===== src/rtl/seg_pkg.sv =====
// Shared definitions for the scanned 7-segment receive path: segment patterns,
// receiver FSM states and the pattern-to-hex decode function.
package seg_pkg;

  localparam logic [6:0] SEG_0     = 7'h7E;
  localparam logic [6:0] SEG_1     = 7'h30;
  localparam logic [6:0] SEG_2     = 7'h6D;
  localparam logic [6:0] SEG_3     = 7'h79;
  localparam logic [6:0] SEG_4     = 7'h33;
  localparam logic [6:0] SEG_5     = 7'h5B;
  localparam logic [6:0] SEG_6     = 7'h5F;
  localparam logic [6:0] SEG_7     = 7'h70;
  localparam logic [6:0] SEG_8     = 7'h7F;
  localparam logic [6:0] SEG_9     = 7'h7B;
  localparam logic [6:0] SEG_A     = 7'h77;
  localparam logic [6:0] SEG_B     = 7'h1F;
  localparam logic [6:0] SEG_C     = 7'h4E;
  localparam logic [6:0] SEG_D     = 7'h3D;
  localparam logic [6:0] SEG_E     = 7'h4F;
  localparam logic [6:0] SEG_F     = 7'h47;
  localparam logic [6:0] SEG_BLANK = 7'h00;

  typedef enum logic [1:0] {
    HUNT   = 2'd0,
    SETTLE = 2'd1,
    ACCEPT = 2'd2,
    HOLD   = 2'd3
  } scan_state_t;

  typedef struct packed {
    logic       legal;
    logic       blank;
    logic [3:0] value;
  } seg_decode_t;

  // Active-high abcdefg in; the all-off pattern is legal and flagged blank.
  function automatic seg_decode_t seg_decode(input logic [6:0] seg);
    seg_decode_t d;
    d.legal = 1'b1;
    d.blank = 1'b0;
    d.value = 4'h0;
    case (seg)
      SEG_0:     d.value = 4'h0;
      SEG_1:     d.value = 4'h1;
      SEG_2:     d.value = 4'h2;
      SEG_3:     d.value = 4'h3;
      SEG_4:     d.value = 4'h4;
      SEG_5:     d.value = 4'h5;
      SEG_6:     d.value = 4'h6;
      SEG_7:     d.value = 4'h7;
      SEG_8:     d.value = 4'h8;
      SEG_9:     d.value = 4'h9;
      SEG_A:     d.value = 4'hA;
      SEG_B:     d.value = 4'hB;
      SEG_C:     d.value = 4'hC;
      SEG_D:     d.value = 4'hD;
      SEG_E:     d.value = 4'hE;
      SEG_F:     d.value = 4'hF;
      SEG_BLANK: d.blank = 1'b1;
      default:   d.legal = 1'b0;
    endcase
    return d;
  endfunction

endpackage


===== src/rtl/seg_pattern_decode.sv =====
// Combinational 7-segment pattern decoder: abcdefg -> {legal, blank, value}.
module seg_pattern_decode
  import seg_pkg::*;
(
  input  logic [6:0] i_seg,
  output logic       o_legal,
  output logic       o_blank,
  output logic [3:0] o_value
);

  seg_decode_t w_dec;

  assign w_dec   = seg_decode(i_seg);
  assign o_legal = w_dec.legal;
  assign o_blank = w_dec.blank;
  assign o_value = w_dec.value;

endmodule


===== src/rtl/seg_scan_receiver.sv =====
// Receiver for a 4-digit multiplexed 7-segment scan: waits for each digit slot
// to settle, decodes it, assembles frames and flags bad patterns / lost scan.
module seg_scan_receiver
  import seg_pkg::*;
#(
  parameter bit          EN_ACTIVE_LOW  = 1'b1,
  parameter bit          SEG_ACTIVE_LOW = 1'b0,
  parameter int unsigned STABLE_CYCLES  = 8,
  parameter int unsigned TIMEOUT_CYCLES = 65535
) (
  input  logic       clk,
  input  logic       reset,
  input  logic [3:0] enable_in,
  input  logic [6:0] segment_in,
  output logic [3:0] digit3,
  output logic [3:0] digit2,
  output logic [3:0] digit1,
  output logic [3:0] digit0,
  output logic [3:0] blank,
  output logic       frame_strobe,
  output logic       bad_pattern,
  output logic       scan_lost
);

  localparam logic [7:0]  STABLE_MAX = STABLE_CYCLES[7:0];
  localparam logic [19:0] TO_MAX     = TIMEOUT_CYCLES[19:0];

  logic [3:0]       r_en_s1, r_en_s2;
  logic [6:0]       r_seg_s1, r_seg_s2;
  logic [10:0]      r_prev, r_acc;
  logic [7:0]       r_cnt;
  logic [19:0]      r_to_cnt;
  scan_state_t      r_state, w_next_state;
  logic             w_capture;
  logic [3:0][3:0]  r_digit;
  logic [3:0]       r_blank, r_seen;
  logic             r_frame_strobe, r_bad_pattern;

  logic [3:0]  w_en;
  logic [6:0]  w_seg;
  logic [10:0] w_sample;
  logic        w_onehot, w_changed;
  logic        w_dec_legal, w_dec_blank;
  logic [3:0]  w_dec_value;
  logic [3:0]  w_slot;

  assign w_en      = r_en_s2 ^ {4{EN_ACTIVE_LOW}};
  assign w_seg     = r_seg_s2 ^ {7{SEG_ACTIVE_LOW}};
  assign w_sample  = {w_en, w_seg};
  assign w_onehot  = $onehot(w_en);
  assign w_changed = (w_sample != r_prev);
  assign w_slot    = r_acc[10:7];

  // NOTE: sequential state uses non-blocking assignments so every flop samples
  // pre-edge values regardless of block ordering.
  always_ff @(posedge clk) begin
    if (!reset) begin
      r_en_s1  <= '0;
      r_en_s2  <= '0;
      r_seg_s1 <= '0;
      r_seg_s2 <= '0;
      r_prev   <= '0;
      r_cnt    <= '0;
      r_state  <= HUNT;
      r_acc    <= '0;
    end else begin
      r_en_s1  <= enable_in;
      r_en_s2  <= r_en_s1;
      r_seg_s1 <= segment_in;
      r_seg_s2 <= r_seg_s1;
      r_prev   <= w_sample;
      r_state  <= w_next_state;
      if (w_capture) r_acc <= r_prev;
      // r_cnt is the length of the current run of identical samples.
      if (r_state == HUNT && !w_onehot) r_cnt <= '0;
      else if (w_changed)               r_cnt <= 8'd1;
      else if (r_cnt != 8'hFF)          r_cnt <= r_cnt + 8'd1;
    end
  end

  // NOTE: defaults first so no path through the case can infer a latch.
  always_comb begin
    w_next_state = r_state;
    w_capture    = 1'b0;
    case (r_state)
      HUNT:   if (w_onehot) w_next_state = SETTLE;
      SETTLE: begin
        // Run has reached its count: r_prev still holds the settled sample.
        if (r_cnt >= STABLE_MAX) begin
          w_next_state = ACCEPT;
          w_capture    = 1'b1;
        end else if (w_changed && !w_onehot) begin
          w_next_state = HUNT;
        end
      end
      ACCEPT: w_next_state = HOLD;
      HOLD:   if (w_sample != r_acc) w_next_state = HUNT;
      default: w_next_state = HUNT;
    endcase
  end

  seg_pattern_decode u_decode (
    .i_seg   (r_acc[6:0]),
    .o_legal (w_dec_legal),
    .o_blank (w_dec_blank),
    .o_value (w_dec_value)
  );

  always_ff @(posedge clk) begin
    if (!reset) begin
      r_digit        <= '0;
      r_blank        <= 4'b1111;
      r_seen         <= '0;
      r_frame_strobe <= 1'b0;
      r_bad_pattern  <= 1'b0;
      r_to_cnt       <= '0;
    end else begin
      r_frame_strobe <= 1'b0;
      r_bad_pattern  <= 1'b0;
      if (r_state == ACCEPT) r_to_cnt <= '0;
      else if (r_to_cnt != TO_MAX) r_to_cnt <= r_to_cnt + 20'd1;
      if (r_state == ACCEPT) begin
        if (!w_dec_legal) begin
          r_bad_pattern <= 1'b1;
        end else begin
          for (int i = 0; i < 4; i++) begin
            if (w_slot[i]) begin
              if (!w_dec_blank) r_digit[i] <= w_dec_value;
              r_blank[i] <= w_dec_blank;
            end
          end
          if ((r_seen | w_slot) == 4'b1111) begin
            r_seen         <= '0;
            r_frame_strobe <= 1'b1;
          end else begin
            r_seen <= r_seen | w_slot;
          end
        end
      end
    end
  end

  assign digit3       = r_digit[3];
  assign digit2       = r_digit[2];
  assign digit1       = r_digit[1];
  assign digit0       = r_digit[0];
  assign blank        = r_blank;
  assign frame_strobe = r_frame_strobe;
  assign bad_pattern  = r_bad_pattern;
  assign scan_lost    = (r_to_cnt == TO_MAX);

endmodule


===== config.mk =====
export PLATFORM = sky130hd
export DESIGN_NAME = seg_scan_receiver
export DESIGN_NICKNAME = d
export VERILOG_FILES = /design/src/rtl/seg_pkg.sv /design/src/rtl/seg_pattern_decode.sv /design/src/rtl/seg_scan_receiver.sv
export SDC_FILE = /design/constraint.sdc
export NUM_CORES = 1
export LEC_CHECK = 0
export CAP_MARGIN = 0
export CORE_MARGIN = 4
export CORE_UTILIZATION = 57
export DETAILED_ROUTE_END_ITERATION = 10
export PLACE_DENSITY = 0.91
export SYNTH_ARGS = -nofsm -noshare
export SYNTH_HDL_FRONTEND = slang
export SYNTH_HIERARCHICAL = 1
export SYNTH_SLANG_ARGS = --single-unit

===== constraint.sdc =====
create_clock -name clk -period 2.5 [get_ports clk]
set_input_delay 0.75 -clock clk [delete_from_list [all_inputs] [get_ports clk]]
set_output_delay 0.75 -clock clk [all_outputs]
set_load 0.05 [all_outputs]

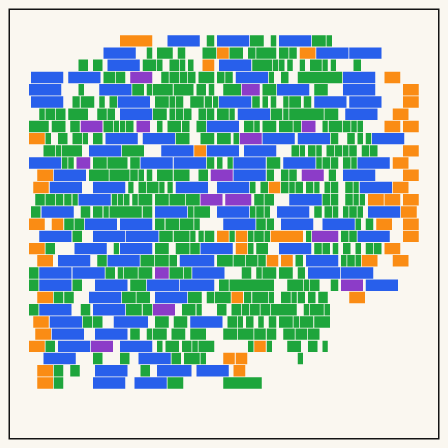
(placement by cell class)
legend:
  blue:
    class: sequential cells
    cells: 100
    share_of_their_area: 40%
  green:
    class: combinational and other logic
    cells: 361
    share_of_their_area: 46%
  purple:
    class: clock drivers and dummy loads
    cells: 16
    share_of_their_area: 4.1%
  orange:
    class: remaining buffers and delay cells
    cells: 51
    share_of_their_area: 9.9%
Final Util: 69.7%
sequential cell area share: 39.3%
Post-Layout Inst Area: 5110 sq um
std cell rows: 31

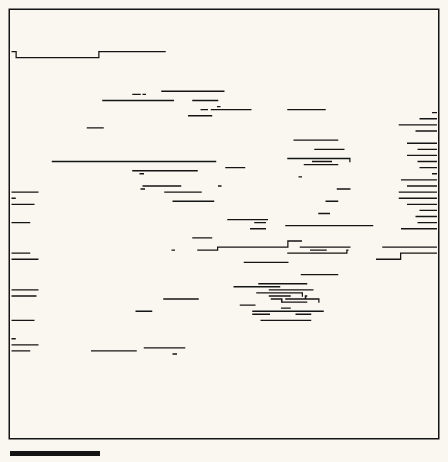
(metal 3)
Scale bar: 20 um.
share of all routed wire: 7.0%
wire length on this layer: 650 um
DR vias: 3551
final WL: 9260 um
grt met3 use: 6.08%

==> impl_metrics.toml <==
# generated from flow reports
[run_status]
status = "completed"

[global_routing]
grt_max_degree = 30
grt_pass1_vias = 3438
track_usage_pct = 21.7
antenna_found_initial = 0
grt.overflow.total = 0
grt_pass1_wl_um = 15500

[critical_path]
crit_fanout = 20
critPathMaxStageDelay_ns = 0.39
crit_type = "flop to flop"
rr_endpoint = "digit2[3]$_SDFFE_PN0P_"
worstRegToRegCells = 10
required_ns = 2.76
arrival_ns = 2.65
reg2reg_from = "r_acc[3]$_SDFFE_PN0P_"
path_buffers = 1
slowest_stage = "dfxtp_2"
cp_top_family = "simple AND/OR/NAND/NOR gates"

[worst_hold_path]
hold_path_depth = 1
holdPathEnd = "r_seg_s2[5]$_SDFF_PN0_"
hp-class = "flop to flop"

[route]
post-route-drc-count = 0
via_per_inst = 5.66
drt_first_pass_iters = 7
wl_per_cell_um = 14.8
ant_nets = 0
drtIter0Drc = 278

[place]
io_buffers = 35
placed_cell_area_sq_um = 4840
gp_congestion = 0.967
post-dp-hpwl_um = 6580

[synthesis]
edf_count = 0
synth_seq_share_pct = 46.1
syn_area_sq_um = 4340
synth_flops = 100
async_reset_ff_share_pct = 0
synth.top_cell.area_share_pct = 46.1
fp_nets = 506
syn_area_per_cell_sq_um = 8.92
ys_chip_area_sq_um = 4340
ys.warnings.count = 6
netlist_instances = 487

[sta]
tightest_slew_ns = 0.763
tns_ns = 0
finalHoldViolations = 0
clock_skew_ns = 0.0137
max_freq_ghz = 0.419
fin_crit_ns = 2.39
slew_violations = 0
finalSetupViolCount = 0
setup_ws_ns = 0.112

[clock_tree]
cts-root-buf = "clkbuf_8"
cts.htree.levels = 3
clock_sinks = 100
cts_made_buffers = 9
clk_latency_ns = 0.38
max-clock-path-buffers = 2
path_clk_slew_ns = 0.10
hold_buffers = 0
cts_tree = "yes"

[pwr]
ir_drop_mv = 0.467
total_leakage_power_uw = 0.00194
powerDensity_nw_per_um2 = 542

[finish]
final_common_cell = "dfxtp_1"
num-nets-final = 542
final_cell_mix = "dfxtp_1 (96), nor2_1 (51), nand2_1 (36)"
regArea_sq_um = 2010
final_cells = 627
drive_gt1_share_pct = 10.0
syn2layout_area_growth_pct = 17.7
antenna_cells = 0
logic_area_sq_um = 2220

[floorplan]
die-area_sq_um = 9080
pin_count = 36
fp-utilization_pct = 59.2
core_sq_um = 7330

[run]
warning_count = 28
cap_viol_max_count = 0
-- registers in the layout, indices dropped and copies added, names as in the netlist, 4 cells and up, named ones only --
name      flops
r_en_s1       4
r_prev       11
r_acc        11
r_to_cnt     20
digit0        4
r_cnt         8
digit3        4
digit1        4
r_seg_s2      7
r_en_s2       4
blank         4
r_seen        4
digit2        4
r_seg_s1      7
-- worst register-to-register path, cell delays in order (launching register included) --
cell	delay [ns]
dfxtp_2	0.39
or2_0	0.28
o32a_1	0.32
o32ai_2	0.31
nand3b_1	0.17
nand3b_1	0.15
nor2_2	0.16
buf_12	0.16
nand2_1	0.13
nand2_1	0.13
a21oi_1	0.07
-- worst max path at each step --
stage,cells past startpoint,slack [ns],to,start
2_1_floorplan,10,0.18,digit1[0]$_SDFFE_PN0P_,r_acc[3]$_SDFFE_PN0P_
5_1_grt,8,-0.01,r_seen[1]$_SDFFE_PN0P_,r_acc[4]$_SDFFE_PN0P_
4_1_cts,8,0.005,r_cnt[7]$_SDFFE_PP0P_,r_en_s2[0]$_SDFF_PN0_
6_report,10,0.11,digit2[3]$_SDFFE_PN0P_,r_acc[3]$_SDFFE_PN0P_
3_5_place_dp,8,0.07,r_cnt[7]$_SDFFE_PP0P_,r_en_s2[0]$_SDFF_PN0_
3_3_place_gp,8,0.15,r_cnt[4]$_SDFFE_PP0P_,r_en_s2[0]$_SDFF_PN0_
-- routing by layer --
layer	vias to the layer above	GRT usage (%)	share of wire [%]	routed length, um
met5	-	0	0	0
met4	0	8.17	2.6	243
met3	27	6.08	7.0	649
met2	134	37.2	50	4610
met1	1650	25.8	41	3760
li1	1740	-	-	-
-- power breakdown --
part	switching (uW)	leakage, uW	total [uW]	internal [uW]
registers	24.6	0.000815	1650	1620
clock network	611	0.000102	1010	395
logic	53.8	0.00102	114	60.0
-- cell usage after synthesis (2+ instances only) --
cell      instances
clkbuf_1         16
mux2i_1          13
a31oi_1           3
nand2_1          36
and3_1            4
nor3b_1           3
nor3_1           10
o22ai_1           3
xor2_1           18
nand3b_1          4
nor4_1           10
o32a_1            2
xnor2_1          25
nand4_1           8
dfxtp_1         100
buf_2             8
nand2b_1          4
o21ai_0           5
or3_1             3
o211ai_1          2
nor4b_1           2
nor2_1           52
and2_1           35
o31ai_1           2
inv_1            17
a211oi_1          5
nand4_2           2
ha_1              5
o21ai_1           3
a21oi_1          34
nand3_1          31
-- timing repair --
item,in CTS,in global routing
endpoints found under the setup margin,4,32
resized,2,13
buffers inserted,0,1
-- through the flow --
stage               hold WS [ns]  util [%]
floorplan                  0.412         -
global placement           0.414      66.0
detailed placement         0.419      66.0
CTS                        0.445      68.8
global route               0.459      69.7
finish                     0.443      69.7
-- cell families after synthesis --
logic type	share of synthesized area, %
multiplexers	3.00
adder cells (fa/ha/maj)	1.90
flip-flops	46.1
AND/OR/NAND/NOR	26.0
XOR/XNOR	8.67
AND-OR/OR-AND	10.1
buffers and inverters	4.21
-- cell type report --
type	count	share of cell area, %
Multi-Input combinational cell	343	43.4
Sequential cell	100	39.3
Timing Repair Buffer	51	9.65
Clock buffer	9	2.42
Tap cell	99	2.42
Clock inverter	7	1.54
Inverter	18	1.32
No activity file was given, so power comes from the tool's default toggle rates.
